Run 1, M1 wires:
Cells faint in the background.
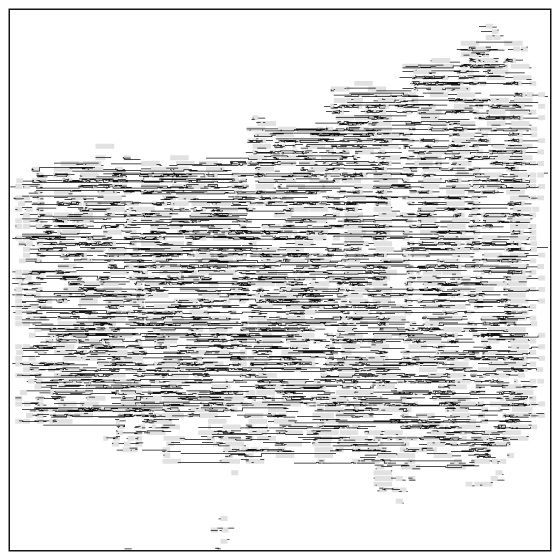
Run 1, met2 routing:
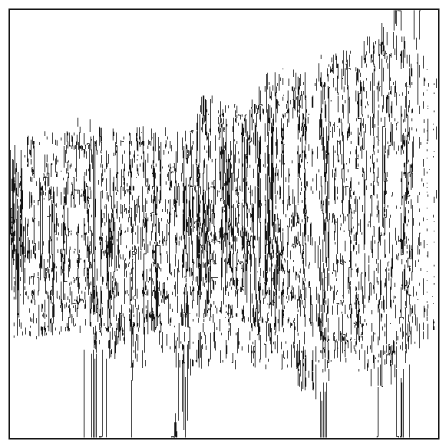
Run 1, signal wires on met4:
Cells faint in the background.
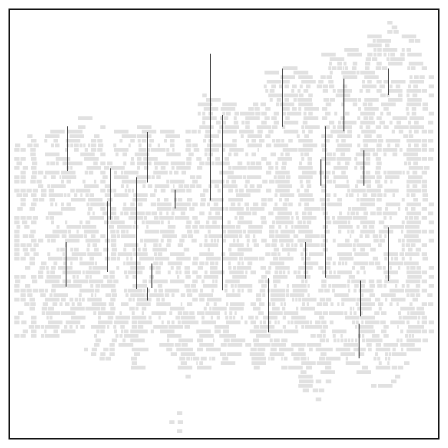
Run 1, routing congestion:
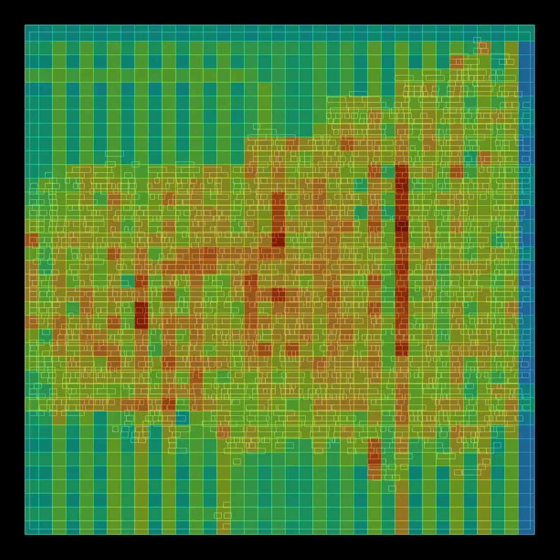
==> config.mk <==
export PLATFORM = sky130hd
export DESIGN_NAME = unrot_pipe
export DESIGN_NICKNAME = d
export VERILOG_FILES = /design/src/rtl/rot_pkg.sv /design/src/rtl/unrot_pipe_chk.sv /design/src/rtl/unrot_stage.sv /design/src/rtl/unrot_pipe.sv
export SDC_FILE = /design/constraint.sdc
export NUM_CORES = 1
export LEC_CHECK = 0
export ABC_CLOCK_PERIOD_IN_PS = 11700
export CORE_MARGIN = 2
export CORE_UTILIZATION = 35
export DETAILED_ROUTE_END_ITERATION = 6
export SLEW_MARGIN = 25
export SYNTH_ARGS = -nofsm -noshare
export SYNTH_HDL_FRONTEND = slang
export SYNTH_HIERARCHICAL = 1
export SYNTH_SLANG_ARGS = --single-unit
==> constraint.sdc <==
create_clock -name clk -period 11.7 [get_ports clk]
set_clock_uncertainty 0.05 [all_clocks]
set_input_delay 1.17 -clock clk [delete_from_list [all_inputs] [get_ports clk]]
set_output_delay 1.17 -clock clk [all_outputs]
set_load 0.1 [all_outputs]
==> CHANGELOG.md, run 1 <==
### Implementation results

- Post-place setup slack: 4.37 ns
- GRT overflow: 0
- N_diodes: 0
- Worst path cell trace: clkdlybuf4s50_1, nand2b_4, nand2b_4, nand2b_4, nand2b_4, nand2b_4, nand2b_4, clkdlybuf4s50_1
- Max Used Layer: met4
- Vias in the first global route: 13200
- Synth area leaders: dfrtp_1 48%, mux2i_1 17%, a31oi_1 11%
- Most frequent logic cell in the layout: dfrtp_1
- RSZ-0062 raised after global routing: no
- CTS tree: built
- CP bufs+invs: 2
- Total of fill cells in the finished design: 6232
- Flop area: 10700 µm²
- Status: complete, no violations
- Met1 WL: 24800 µm
- Max-cap viol count: 0
- Final Cycle Share: 0.632
- Post-route cell area: 24600 µm²
- Startpoint Class: primary input
- Stages on worst setup path: 8
- PwrDens: 256 nW/µm²
- XORs/XNORs by Area: 0
- CTS resizes: 0
- Mux frac, synth: 0.190
- Yosys warning total: 6
- I/O pin count: 146
- CTS Buf Count: 48
- Top cell type by total area after synthesis: dfrtp_1
- Finished Core Util: 0.390
- Area Growth Syn to Fin: 10.3%
- Worst-skew pair later-pin latency: 0.58 ns
- Core area: 63100 µm²
- Syn Std Cell Area: 22300 µm²
- Worst Hold Class: reg2reg
- Chip area: 65800 µm²
- Nets: 1929
- Worst-case clock buffer depth: 3
- CP max-delay cell: clkdlybuf4s50_1
- Vias/cell: 5.27
- DR DRC count: 0
- Clk slew on worst S/H paths: 0.06 ns
- Worst hold slack: 0.428 ns
- CTS H-tree lvls: 2
- Setup TNS: 0 ns
- Leak: 9.57 nW
- Share of cells above drive strength 1: 0.191
- Gate Count Post-Synth: 1854
- Cts hold-fix bufs: 0
- Dominant cell area share: 0.478
- Synth Seq Share: 0.478
- DRT Pass-1 Iters: 5
- Routed wl met2: 20800 µm
- Buffers added on ports: 145
- CP Class: in2out
- Adder Area Share: 0
- Most instantiated logic cells after routing: 416 x dfrtp_1, 384 x mux2i_1, 384 x a31oi_1
- CP max FO: 56
- Die H: 257 µm
- Worst reg-to-reg path cell count: 9
- Critical path's most frequent cell: nand2b_4
- Fp_density: 0.354
- Floorplan Nets: 1928
- Crit-path max cell delay: 1.24 ns
- Count of state elements after synthesis: 426
- Initial antenna violation count: 0
- # placed instances: 2649
- Largest net degree at the start of global routing: 103
- Peak VDD IR: 0.000109 V
- WHS Path Cells: 1
- Tool Warnings: 28
- Distinct lib cells used: 14
- Post-synthesis simple-gate area fraction: 0.00505
- WP data required: 10.48 ns
- Post-DP Area: 23000 µm²
- Setup bufs post-CTS: 0
- Met3 Wirelength: 2150 µm
- Min Tclk post-route: 7.39 ns
- Antenna-violating nets left: 0
- Power Total: 6.30 mW
- FMAX: 135 MHz
- CP delay by family, top: simple AND/OR/NAND/NOR gates
- # rows: 92
- DRT iter0 DRCs: 839
- Endpoints failing hold: 0
- RD Place Congestion: 0.776
- Main logic family: AND-OR/OR-AND gates
- Final setup margin: 4.31 ns
- Max FFs per register: 384
- Syn avg cell area: 12.0 µm²
- Yosys stat area: 22300 µm²
- Worst Path Arrival: 6.17 ns
- Fin. max-slew vios: 0
- Relative slew slack: 0.314
- Worst R2R Setup Slack: 6.80 ns
- AND-OR/OR-AND share of the synthesized area: 0.234
- Critical path capture point type: output pin
- First-pass GRT wire length: 76700 µm
- Final Setup Violations: 0
- Post-route non-filler standard cell count: 2734
- Post-synthesis cell count from yosys: 1854
- CTS sink cnt: 426
- Multi-input gate area: 9630 µm²
- Post-DP HPWL: 34000 µm
- Worst Tran Pin Value: 1.03 ns
- Clock root buffer master: clkbuf_16
- Die Wd: 257 µm
About 'M1 wires':
The longest straight run is 39.6 µm. The layer carries 24.8 mm of wire.
Routed WL: 48500 µm
DR vias: 14400

About 'met2 routing':
The wires run mostly vertical. The layer carries 20.8 mm of wire. 1492 nets have wire on it. The longest straight run is 104 µm. The layer holds 43% of the routed length.
met2 Track Usage GR: 0.209

About 'signal wires on met4':
The wires run mostly vertical. The layer holds 1.6% of the routed length. 8 nets have wire on it. The layer carries 783 µm of wire. The longest straight run is 105 µm.

About 'routing congestion':
All-Layer GR Usage: 0.143
drt wl/cell: 17.8 µm
most used routing layer: met1
GR Util met3: 0.0223
met1 usage: 0.221

## run 1: cells in the mapped netlist (all sizes together)
library cell / count
a21oi: 384
buf: 180
nand2b: 12
mux2i: 384
nand2: 6
dfrtp: 426
clkbuf: 36
a31oi: 384
mux2: 36
inv: 6
## run 1: area by class of cell
| type | count | share of cell area |
|---|---|---|
| Sequential cell | 426 | 0.434 |
| Timing Repair Buffer | 167 | 0.0674 |
| Clock buffer | 75 | 0.0591 |
| Multi-Input combinational cell | 1206 | 0.391 |
| Tap cell | 846 | 0.0430 |
| Clock inverter | 8 | 0.00422 |
| Inverter | 6 | 0.000914 |
## run 1: power breakdown
part	total, mW	switching, mW	internal (mW)
sequential	2.56	0.596	1.96
combinational	2.26	1.40	0.862
clock	1.48	0.586	0.892
total	6.30	2.58	3.72
Run 1, cell area per tile:
Bar = 100 µm. The die is cut into 26 by 26 equal tiles; dark blue is low, red is high, 0 to 100% covered.
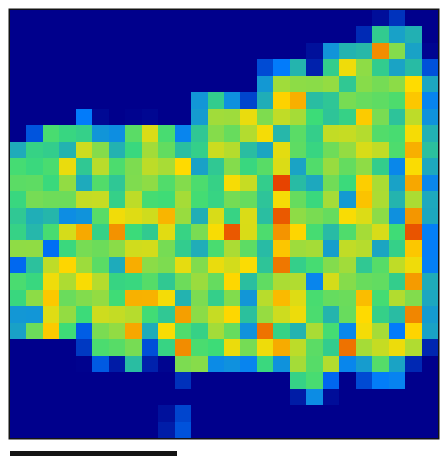

--- run 2 (diff from run 1) ---
Settings changed: ABC_CLOCK_PERIOD_IN_PS 11700 to 7430.
Clock period 11.7 ns to 7.43 ns, I/O delays scaled along.
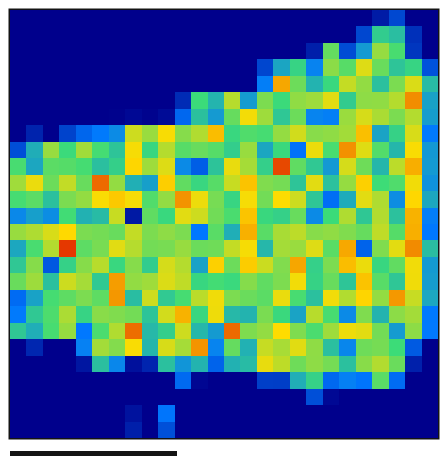
Run 2: cell area per tile
Bar = 100 µm. The die is cut into 26 by 26 equal tiles; dark blue is low, red is high, 0 to 100% covered.
5.3% of the tiles are over 75% full. The mean over all tiles is 36%. The fullest tile reaches 94%. 32% of the tiles are nearly empty. The emptiest ninth of the die: upper left.
Finished Core Util: 0.389
core area: 63100 µm²

==> run 2 against run 1 <==
Net effect: critical path depth is the same; sequential cell count is the same; first-iteration DRC count grew 16%; wire length grew 1.2%; sequential share of layout area grew 0.11 points; setup slack lost 2.4 ns; global-route usage grew 0.13 points; synthesized cell count is the same; critical path type unchanged.
==> CHANGELOG.md, run 2 <==
### Implementation results

- Max Used Layer: met4 (unchanged)
- Met1 usage: 0.228 (was 0.221)
- Post-route cell area: 24600 µm² (about the same)
- DR DRC count: 0 (unchanged)
- Vias/cell: 5.24 (was 5.27)
- Most instantiated logic cells after routing: 416 x dfrtp_1, 384 x mux2i_1, 384 x a31oi_1 (unchanged)
- Post-route non-filler standard cell count: 2735 (was 2734)
- Top cell type by total area after synthesis: dfrtp_1 (unchanged)
- GR Util met3: 0.0219 (was 0.0223)
- N_diodes: 0 (unchanged)
- Share of cells above drive strength 1: 0.191 (about the same)
- Post-synthesis cell count from yosys: 1854 (unchanged)
- Syn Std Cell Area: 22300 µm² (unchanged)
- Seq pwr: 3.99 mW (was 2.56 mW)
- DR vias: 14300 (was 14400)
- P_comb: 3.61 mW (was 2.26 mW)
- Met1 WL: 25500 µm (was 24800 µm)
- Logic share of the area: 0.392 (was 0.391)
- CP max FO: 58 (was 56)
- Worst-skew pair later-pin latency: 0.58 ns (about the same)
- Worst R2R Setup Slack: 2.55 ns (was 6.80 ns)
- Fraction of area in registers: 0.435 (was 0.434)
- Multi-input gate area: 9630 µm² (unchanged)
- Clk pwr: 2.26 mW (was 1.48 mW)
- Clock root buffer master: clkbuf_16 (unchanged)
- Post-DP HPWL: 34100 µm (was 34000 µm)
- # placed instances: 2651 (was 2649)
- Startpoint Class: primary input (unchanged)
- NetSw: 4.09 mW (was 2.58 mW)
- Max FFs per register: 384 (unchanged)
- Fin. max-slew vios: 0 (unchanged)
- Largest net degree at the start of global routing: 116 (was 103)
- Setup TNS: 0 ns (unchanged)
- Worst hold slack: 0.434 ns (was 0.428 ns)
- Routed wl met2: 20500 µm (was 20800 µm)
- Power Total: 9.86 mW (was 6.30 mW)
- FMAX: 182 MHz
- Signal buf overhead: 0.0678 (was 0.0674)
- Final Setup Violations: 0 (unchanged)
- Clk slew on worst S/H paths: 0.06 ns (about the same)
- WP data required: 6.64 ns (was 10.48 ns)
- Area Growth Syn to Fin: 10.1% (was 10.3%)
- RSZ-0062 raised after global routing: no (unchanged)
- Dominant register cell: dfrtp_1 (unchanged)
- Endpoints failing hold: 0 (unchanged)
- DRT iter0 DRCs: 971 (was 839)
- DRT Pass-1 Iters: 5 (unchanged)
- Initial antenna violation count: 0 (unchanged)
- First-pass GRT wire length: 77500 µm (was 76700 µm)
- Most frequent logic cell in the layout: dfrtp_1 (unchanged)
- CTS sink cnt: 426 (unchanged)
- Die Wd: 257 µm (unchanged)
- Most common cell in the netlist: dfrtp_1 (unchanged)
- Flop area: 10700 µm² (unchanged)
- Tool Warnings: 28 (unchanged)
- GRT overflow: 0 (unchanged)
- WHS Path Cells: 1 (unchanged)
- CP Class: in2out (unchanged)
- Clock network fraction of total power: 0.229 (was 0.235)
- CTS resizes: 0 (unchanged)
- Post-place setup slack: 1.73 ns (was 4.37 ns)
- Pint: 5.78 mW (was 3.72 mW)
- Buffers added on ports: 145 (unchanged)
- Cts hold-fix bufs: 0 (unchanged)
- Drt wl/cell: 18.0 µm (was 17.8 µm)
- Max-cap viol count: 0 (unchanged)
- Worst Hold Class: reg2reg (unchanged)
- Syn avg cell area: 12.0 µm² (unchanged)
- Async SR Flop Fraction: 1.00 (unchanged)
- Critical path capture point type: output pin (unchanged)
- Routed WL: 49100 µm (was 48500 µm)
- Clock Network Area Fraction: 0.0606 (was 0.0633)
- Worst-case clock buffer depth: 3 (unchanged)
- Nets: 1929 (unchanged)
- PwrDens: 402 nW/µm² (was 256 nW/µm²)
- Dominant cell area share: 0.478 (unchanged)
- Leak: 9.54 nW (was 9.57 nW)
- Status: complete, no violations (unchanged)
- Count of library flops with an enable pin: 0 (unchanged)
- Peak VDD IR: 0.000189 V (was 0.000109 V)
- Worst reg-to-reg path cell count: 9 (unchanged)
- All-Layer GR Usage: 0.145 (was 0.143)
- Synth area leaders: dfrtp_1 48%, mux2i_1 17%, a31oi_1 11% (unchanged)
- Final Cycle Share: 0.739
- I/O pin count: 146 (unchanged)
- Worst Tran Pin Value: 1.04 ns (was 1.03 ns)
- Synth Seq Share: 0.478 (unchanged)
- Most used routing layer: met1 (unchanged)
- Die H: 257 µm (unchanged)
- RD Place Congestion: 0.769 (was 0.776)
- Invs w/o clock: 6 (unchanged)
- CTS H-tree lvls: 2 (unchanged)
- Repair and plain buffers: 167 (unchanged)
- Largest class: sequential cells (unchanged)
- Total of fill cells in the finished design: 6172 (was 6232)
- Min Tclk post-route: 5.49 ns
- Synth cell count leaders: 426 x dfrtp_1, 384 x a31oi_1, 384 x mux2i_1, 240 x a21oi_2, 144 x a21oi_1 (unchanged)
- Met3 Wirelength: 2010 µm (was 2150 µm)
- Tap Cells: 846 (unchanged)
- Vias in the first global route: 13300 (was 13200)
- Setup bufs post-CTS: 0 (unchanged)
- Yosys warning total: 6 (unchanged)
- Relative slew slack: 0.304 (was 0.314)
- Dominant power group: registers (unchanged)
- # rows: 92 (unchanged)
- Antenna-violating nets left: 0 (unchanged)
- Yosys stat area: 22300 µm² (unchanged)
- Distinct lib cells used: 14 (unchanged)
- Combinational power share: 0.366 (was 0.359)
- Gate Count Post-Synth: 1854 (unchanged)
- Final setup margin: 1.94 ns (was 4.31 ns)
- Final-layout clock buffer total: 73 (was 75)
- Worst Path Arrival: 4.70 ns (was 6.17 ns)
- Multi-input gates: 1206 (unchanged)
- Floorplan Nets: 1928 (unchanged)
- Net Sw Frac: 0.414 (was 0.409)
- Count of state elements after synthesis: 426 (unchanged)
- Met2 Track Usage GR: 0.203 (was 0.209)
- Fp_density: 0.354 (unchanged)
- Sequential share of power: 0.404 (was 0.407)
- CTS Buf Count: 48 (unchanged)
- Post-DP Area: 23100 µm² (was 23000 µm²)
- Flop count: 426 (unchanged)
- Chip area: 65800 µm² (unchanged)
- CTS tree: built (unchanged)
-- run 2: netlist changes by cell type in the layout (fill, tap and decap cells not counted), moves of 2 or more --
cell,previous run,this run
clkbuf_8,11,7
clkbuf_1,14,17
clkinv_2,4,7
buf_12,0,2
inv_6,0,2
-- run 2: kinds of logic after synthesis --
family / Yosys count / share of synthesized area
AND/OR/NAND/NOR: 18 / 0.00505
buffers and inverters: 222 / 0.0928
multiplexers: 420 / 0.190
flip-flops: 426 / 0.478
AND-OR/OR-AND: 768 / 0.234
-- run 2: critical path, cell delays in order --
cell,delay [ns]
clkdlybuf4s50_1,0.46
nand2b_4,0.53
nand2b_4,0.56
nand2b_4,0.57
nand2b_4,0.49
nand2b_4,0.63
nand2b_4,0.41
buf_12,0.22
Power figures rest on the tool's default switching activity, not on a simulated workload.
